`config.mk`:
```
export PLATFORM = sky130hd
export DESIGN_NAME = button_stepper
export DESIGN_NICKNAME = d
export VERILOG_FILES = /design/src/rtl/button_stepper_pkg.sv /design/src/rtl/button_channel.sv /design/src/rtl/button_stepper.sv
export SDC_FILE = /design/constraint.sdc
export NUM_CORES = 1
export LEC_CHECK = 0
export ABC_CLOCK_PERIOD_IN_PS = 4800
export CORE_MARGIN = 10
export CORE_UTILIZATION = 49
export CTS_BUF_LIST = sky130_fd_sc_hd__clkbuf_2 sky130_fd_sc_hd__clkbuf_4 sky130_fd_sc_hd__clkbuf_8
export CTS_CLUSTER_DIAMETER = 30
export DETAILED_ROUTE_END_ITERATION = 10
export PLACE_DENSITY = 0.62
export RECOVER_POWER = 100
export SLEW_MARGIN = 30
export SYNTH_ARGS = -nofsm -noshare
export SYNTH_HDL_FRONTEND = slang
export SYNTH_SLANG_ARGS = --single-unit
```
`constraint.sdc`:
```
create_clock -name sysclk -period 4.8 [get_ports sysclk]
set_input_delay 0.96 -clock sysclk [delete_from_list [all_inputs] [get_ports sysclk]]
set_output_delay 0.96 -clock sysclk [all_outputs]
set_load 0.01 [all_outputs]
```
`src/rtl/button_stepper_pkg.sv`:
```
// Shared types and default timing for the front-panel button stepper.
// Defaults assume a 100 MHz sysclk.
package button_stepper_pkg;

   typedef enum logic [2:0] {
      StIdle   = 3'd0,
      StFirst  = 3'd1,
      StDelay  = 3'd2,
      StRepeat = 3'd3,
      StLock   = 3'd4
   } chan_state_t;

   localparam int unsigned DefDebounceCycles = 1000000;
   localparam int unsigned DefRepeatDelay    = 50000000;
   localparam int unsigned DefRepeatPeriod   = 10000000;
   localparam int unsigned DefCntW           = 26;

endpackage

```
`src/rtl/button_channel.sv`:
```
// One button: two-flop synchroniser, debounce, and a step FSM with hold-to-repeat.
// The lock input forces the FSM out of stepping until lock is released.
module button_channel
   import button_stepper_pkg::*;
#(
   parameter int unsigned DEBOUNCE_CYCLES = DefDebounceCycles,
   parameter int unsigned REPEAT_DELAY    = DefRepeatDelay,
   parameter int unsigned REPEAT_PERIOD   = DefRepeatPeriod,
   parameter int unsigned CNT_W           = DefCntW
) (
   input  logic sysclk,
   input  logic reset,
   input  logic raw,
   input  logic lock,
   output logic held,
   output logic step
);

   localparam logic [CNT_W-1:0] DebLast    = CNT_W'(DEBOUNCE_CYCLES - 1);
   localparam logic [CNT_W-1:0] DelayLast  = CNT_W'(REPEAT_DELAY - 1);
   localparam logic [CNT_W-1:0] PeriodLast = CNT_W'(REPEAT_PERIOD - 1);

   logic [1:0]       sync_q;
   logic             level_q, level_d;
   logic             level_prev_q;
   logic [CNT_W-1:0] deb_cnt_q, deb_cnt_d;
   logic [CNT_W-1:0] rep_cnt_q, rep_cnt_d;
   chan_state_t      state_q, state_d;
   logic             rise;
   logic             active;

   // Debounce: a level change is accepted only after DEBOUNCE_CYCLES differing samples in a row.
   always_comb begin
      deb_cnt_d = '0;
      level_d   = level_q;
      if (sync_q[1] != level_q) begin
         if (deb_cnt_q == DebLast) begin
            level_d = ~level_q;
         end else begin
            deb_cnt_d = deb_cnt_q + CNT_W'(1);
         end
      end
   end

   assign rise   = level_q & ~level_prev_q;
   assign active = (state_q == StFirst) || (state_q == StDelay) || (state_q == StRepeat);

   always_comb begin
      state_d   = state_q;
      rep_cnt_d = rep_cnt_q + CNT_W'(1);
      step      = 1'b0;
      unique case (state_q)
         StIdle: begin
            rep_cnt_d = '0;
            if (rise) begin
               state_d = StFirst;
            end
         end
         StFirst: begin
            step      = 1'b1;
            rep_cnt_d = '0;
            state_d   = StDelay;
         end
         StDelay: begin
            if (rep_cnt_q == DelayLast) begin
               step      = 1'b1;
               rep_cnt_d = '0;
               state_d   = StRepeat;
            end
         end
         StRepeat: begin
            if (rep_cnt_q == PeriodLast) begin
               step      = 1'b1;
               rep_cnt_d = '0;
            end
         end
         StLock: begin
            rep_cnt_d = '0;
            if (!lock) begin
               state_d = rise ? StFirst : StIdle;
            end
         end
         default: begin
            rep_cnt_d = '0;
            state_d   = StIdle;
         end
      endcase

      // Release wins over a step falling due in the same cycle.
      if (active && !level_q) begin
         step      = 1'b0;
         rep_cnt_d = '0;
         state_d   = StIdle;
      end

      if (lock) begin
         step      = 1'b0;
         rep_cnt_d = '0;
         state_d   = StLock;
      end
   end

   always_ff @(posedge sysclk) begin
      if (reset) begin
         sync_q       <= '0;
         level_q      <= 1'b0;
         level_prev_q <= 1'b0;
         deb_cnt_q    <= '0;
         rep_cnt_q    <= '0;
         state_q      <= StIdle;
      end else begin
         sync_q       <= {sync_q[0], raw};
         level_q      <= level_d;
         level_prev_q <= level_q;
         deb_cnt_q    <= deb_cnt_d;
         rep_cnt_q    <= rep_cnt_d;
         state_q      <= state_d;
      end
   end

   assign held = level_q;

endmodule

```
`src/rtl/button_stepper.sv`:
```
// Plus/Minus front-panel buttons to one-cycle Scale step pulses.
// Pressing both buttons locks out all steps until both are released.
module button_stepper
   import button_stepper_pkg::*;
#(
   parameter int unsigned DEBOUNCE_CYCLES = DefDebounceCycles,
   parameter int unsigned REPEAT_DELAY    = DefRepeatDelay,
   parameter int unsigned REPEAT_PERIOD   = DefRepeatPeriod,
   parameter int unsigned CNT_W           = DefCntW
) (
   input  logic sysclk,
   input  logic reset,
   input  logic Bt_Plus_raw,
   input  logic Bt_Minus_raw,
   output logic Plus_step,
   output logic Minus_step,
   output logic Plus_held,
   output logic Minus_held
);

   logic lock_q, lock_d;
   logic lock_active;
   logic plus_lvl, minus_lvl;
   logic plus_pulse, minus_pulse;

   button_channel #(
      .DEBOUNCE_CYCLES(DEBOUNCE_CYCLES),
      .REPEAT_DELAY   (REPEAT_DELAY),
      .REPEAT_PERIOD  (REPEAT_PERIOD),
      .CNT_W          (CNT_W)
   ) u_plus (
      .sysclk(sysclk),
      .reset (reset),
      .raw   (Bt_Plus_raw),
      .lock  (lock_active),
      .held  (plus_lvl),
      .step  (plus_pulse)
   );

   button_channel #(
      .DEBOUNCE_CYCLES(DEBOUNCE_CYCLES),
      .REPEAT_DELAY   (REPEAT_DELAY),
      .REPEAT_PERIOD  (REPEAT_PERIOD),
      .CNT_W          (CNT_W)
   ) u_minus (
      .sysclk(sysclk),
      .reset (reset),
      .raw   (Bt_Minus_raw),
      .lock  (lock_active),
      .held  (minus_lvl),
      .step  (minus_pulse)
   );

   // Lock takes effect in the very cycle both levels are high, not a cycle later.
   always_comb begin
      lock_active = lock_q | (plus_lvl & minus_lvl);
      lock_d      = lock_q ? (plus_lvl | minus_lvl) : (plus_lvl & minus_lvl);
   end

   always_ff @(posedge sysclk) begin
      if (reset) begin
         lock_q <= 1'b0;
      end else begin
         lock_q <= lock_d;
      end
   end

   assign Plus_step  = plus_pulse & ~lock_active;
   assign Minus_step = minus_pulse & ~lock_active;
   assign Plus_held  = plus_lvl;
   assign Minus_held = minus_lvl;

endmodule
```
==> impl_metrics.yaml <==
# yosys + openroad results
final_layout:
  syn_to_final_growth_pct: 9.95
  nFillCells: 1044
  final_cell_mix: "dfxtp_1 (119), nor2_1 (103), xor2_1 (71)"
floorplan:
  dieArea_sq_mm: 0.0155
  ios: 8
  fp_util_pct: 49.7
final_timing:
  finalSetupViolations: 0
  worst_hold_slack_ns: 0.446
hold_path:
  hp-start: "u_minus.sync_q[0]"
place:
  dp_cells: 727
yosys:
  synth_flops: 119
  edf_count: 0
  syn_area_sq_mm: 0.00535
  ff_type: "dfxtp_1"
  synthDistinctLibCells: 47
critical_path:
  cpMaxStageDelayCell: "dlygate4sd3_1"
  start_kind: "register"
  r2r_cells: 6
clocking:
  htreeDepth: 4
  ctsHoldBuffers: 0
  clock_path_buffers: 2
global_route:
  grt_max_degree: 27
status:
  outcome: "completed"
## power breakdown
| group | switching, mW | internal [mW] | leakage (nW) |
|---|---|---|---|
| Sequential | 0.00113 | 0.990 | 0.959 |
| Combinational | 0.00785 | 0.00422 | 0.694 |
| Clock | 0.362 | 0.545 | 0.211 |
| Total | 0.371 | 1.54 | 1.86 |
## metal layers
metal  GRT usage (%)  wire [um]
met5               0          0
met4            5.76        104
met3            3.87        296
met2            21.4       4730
met1            15.5       4740
## Yosys cell counts (9+ instances only)
library cell	n	share of area (%)
nand3_1	41	3.8
nor3_1	14	1.3
nor4_1	10	1.2
a21oi_1	11	1.0
nor2_1	103	7.2
and4_1	9	1.5
dfxtp_1	119	45
nor2_2	20	2.3
xor2_1	71	12
nand4_1	34	4.0
xnor2_1	25	4.1
inv_1	13	0.91
and3_1	16	1.9
nand2_1	35	2.5
## area by class of cell
class | count | area, sq um | share of cell area [%]
multi-input combinational | 448 | 2800 | 47.6
tap | 140 | 175 | 2.98
timing repair buffer | 8 | 73.8 | 1.26
clock buffer | 27 | 334 | 5.68
clock inverter | 3 | 65.1 | 1.11
inverter | 13 | 48.8 | 0.830
sequential | 119 | 2380 | 40.5
## cells by family after synthesis
group	after synthesis	share of synthesized area, %
AOI/OAI and AO/OA	20	2.69
xor gates and xnor gates	96	15.7
adders and majority gates	4	0.936
buffers and inverters	28	2.69
DFF	119	44.6
muxes	2	0.375
and+or+nand+nor	326	33.0
## registers in the layout, summed over array words and instances, names as in the netlist, 2 cells and up
signal,cells
u_minus.deb_cnt_q,26
u_minus.rep_cnt_q,26
u_plus.deb_cnt_q,26
u_plus.rep_cnt_q,26
u_minus.state_q,3
u_plus.state_q,3
u_minus.sync_q,2
u_plus.sync_q,2
## worst max-delay path by stage
stage | from | end | slack [ns]
after global placement | u_minus.rep_cnt_q[0] | Minus_step | 1.23
after floorplan | u_minus.rep_cnt_q[0] | Minus_step | 1.89
after CTS | u_minus.rep_cnt_q[0] | Minus_step | 0.67
after global routing | u_minus.rep_cnt_q[0] | Minus_step | 0.28
after detailed placement | u_minus.rep_cnt_q[0] | Minus_step | 1.15
final | u_minus.rep_cnt_q[0] | Minus_step | 0.53
## stage by stage
step | util, % | setup slack, ns
2_1_floorplan | - | 1.89
3_3_place_gp | 51.1 | 1.23
3_5_place_dp | 51.1 | 1.15
4_1_cts | 54.9 | 0.674
5_1_grt | 54.7 | 0.275
6_report | 54.7 | 0.528
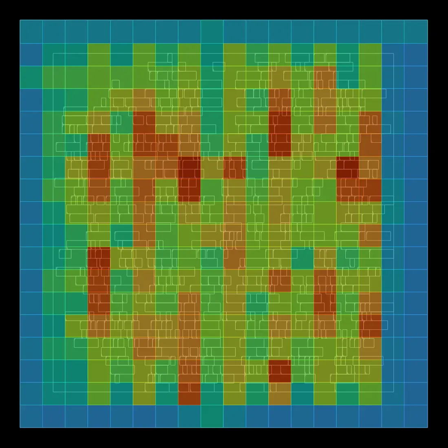
Figure 1: track usage over the die.
WL per Instance: 13.0 um
met3 Track Usage GR: 3.87%
GRT Total Usage: 13.1%
met1 Use GR: 15.5%
Core Util, Final: 54.7%

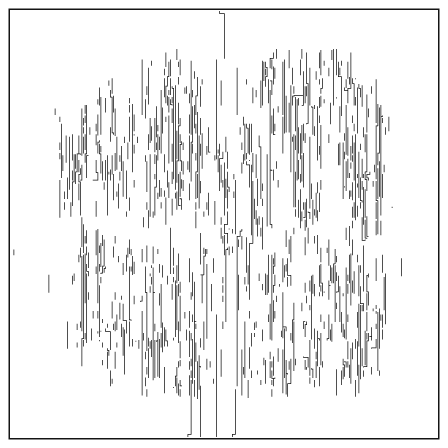
Figure 2: metal 2.
nets with wire on the layer: 505
main direction: vertical

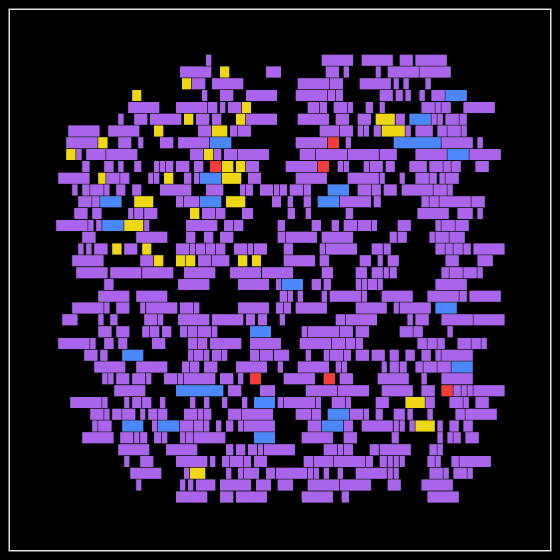
Figure 3: cell sizes after repair.
[drive 6 and up] blue | cells: 23 | share: 3.7%
[drive 3 to 4] red | cells: 6 | share: 0.97%
[drive 1 or less] purple | cells: 557 | share: 90%
[drive 2] yellow | cells: 32 | share: 5.2%

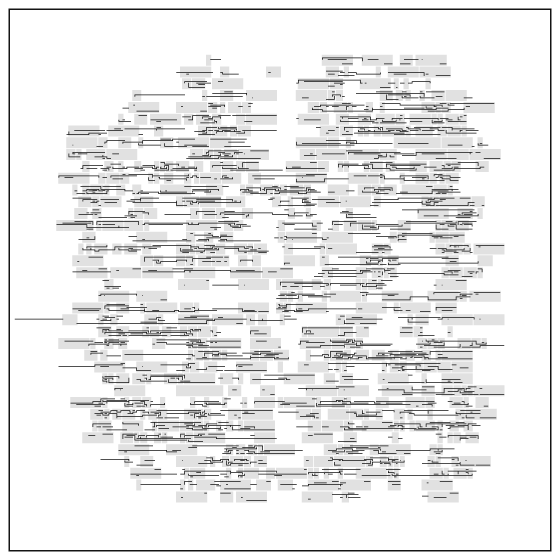
Figure 4: M1 wires.
nets with wire on the layer: 581
main direction: horizontal
wire length on this layer: 4740 um

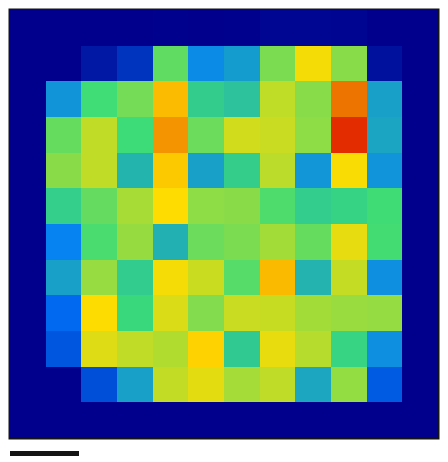
Figure 5: cell density map.
Scale bar: 20 um. The die is cut into 12 by 12 equal tiles; dark blue is low, red is high, 0 to 100% covered.
tiles over 75% full: 4.9%
mean over tiles: 37%
nearly empty tiles: 32%
fullest tile: 95%

No activity file was given, so power comes from the tool's default toggle rates.
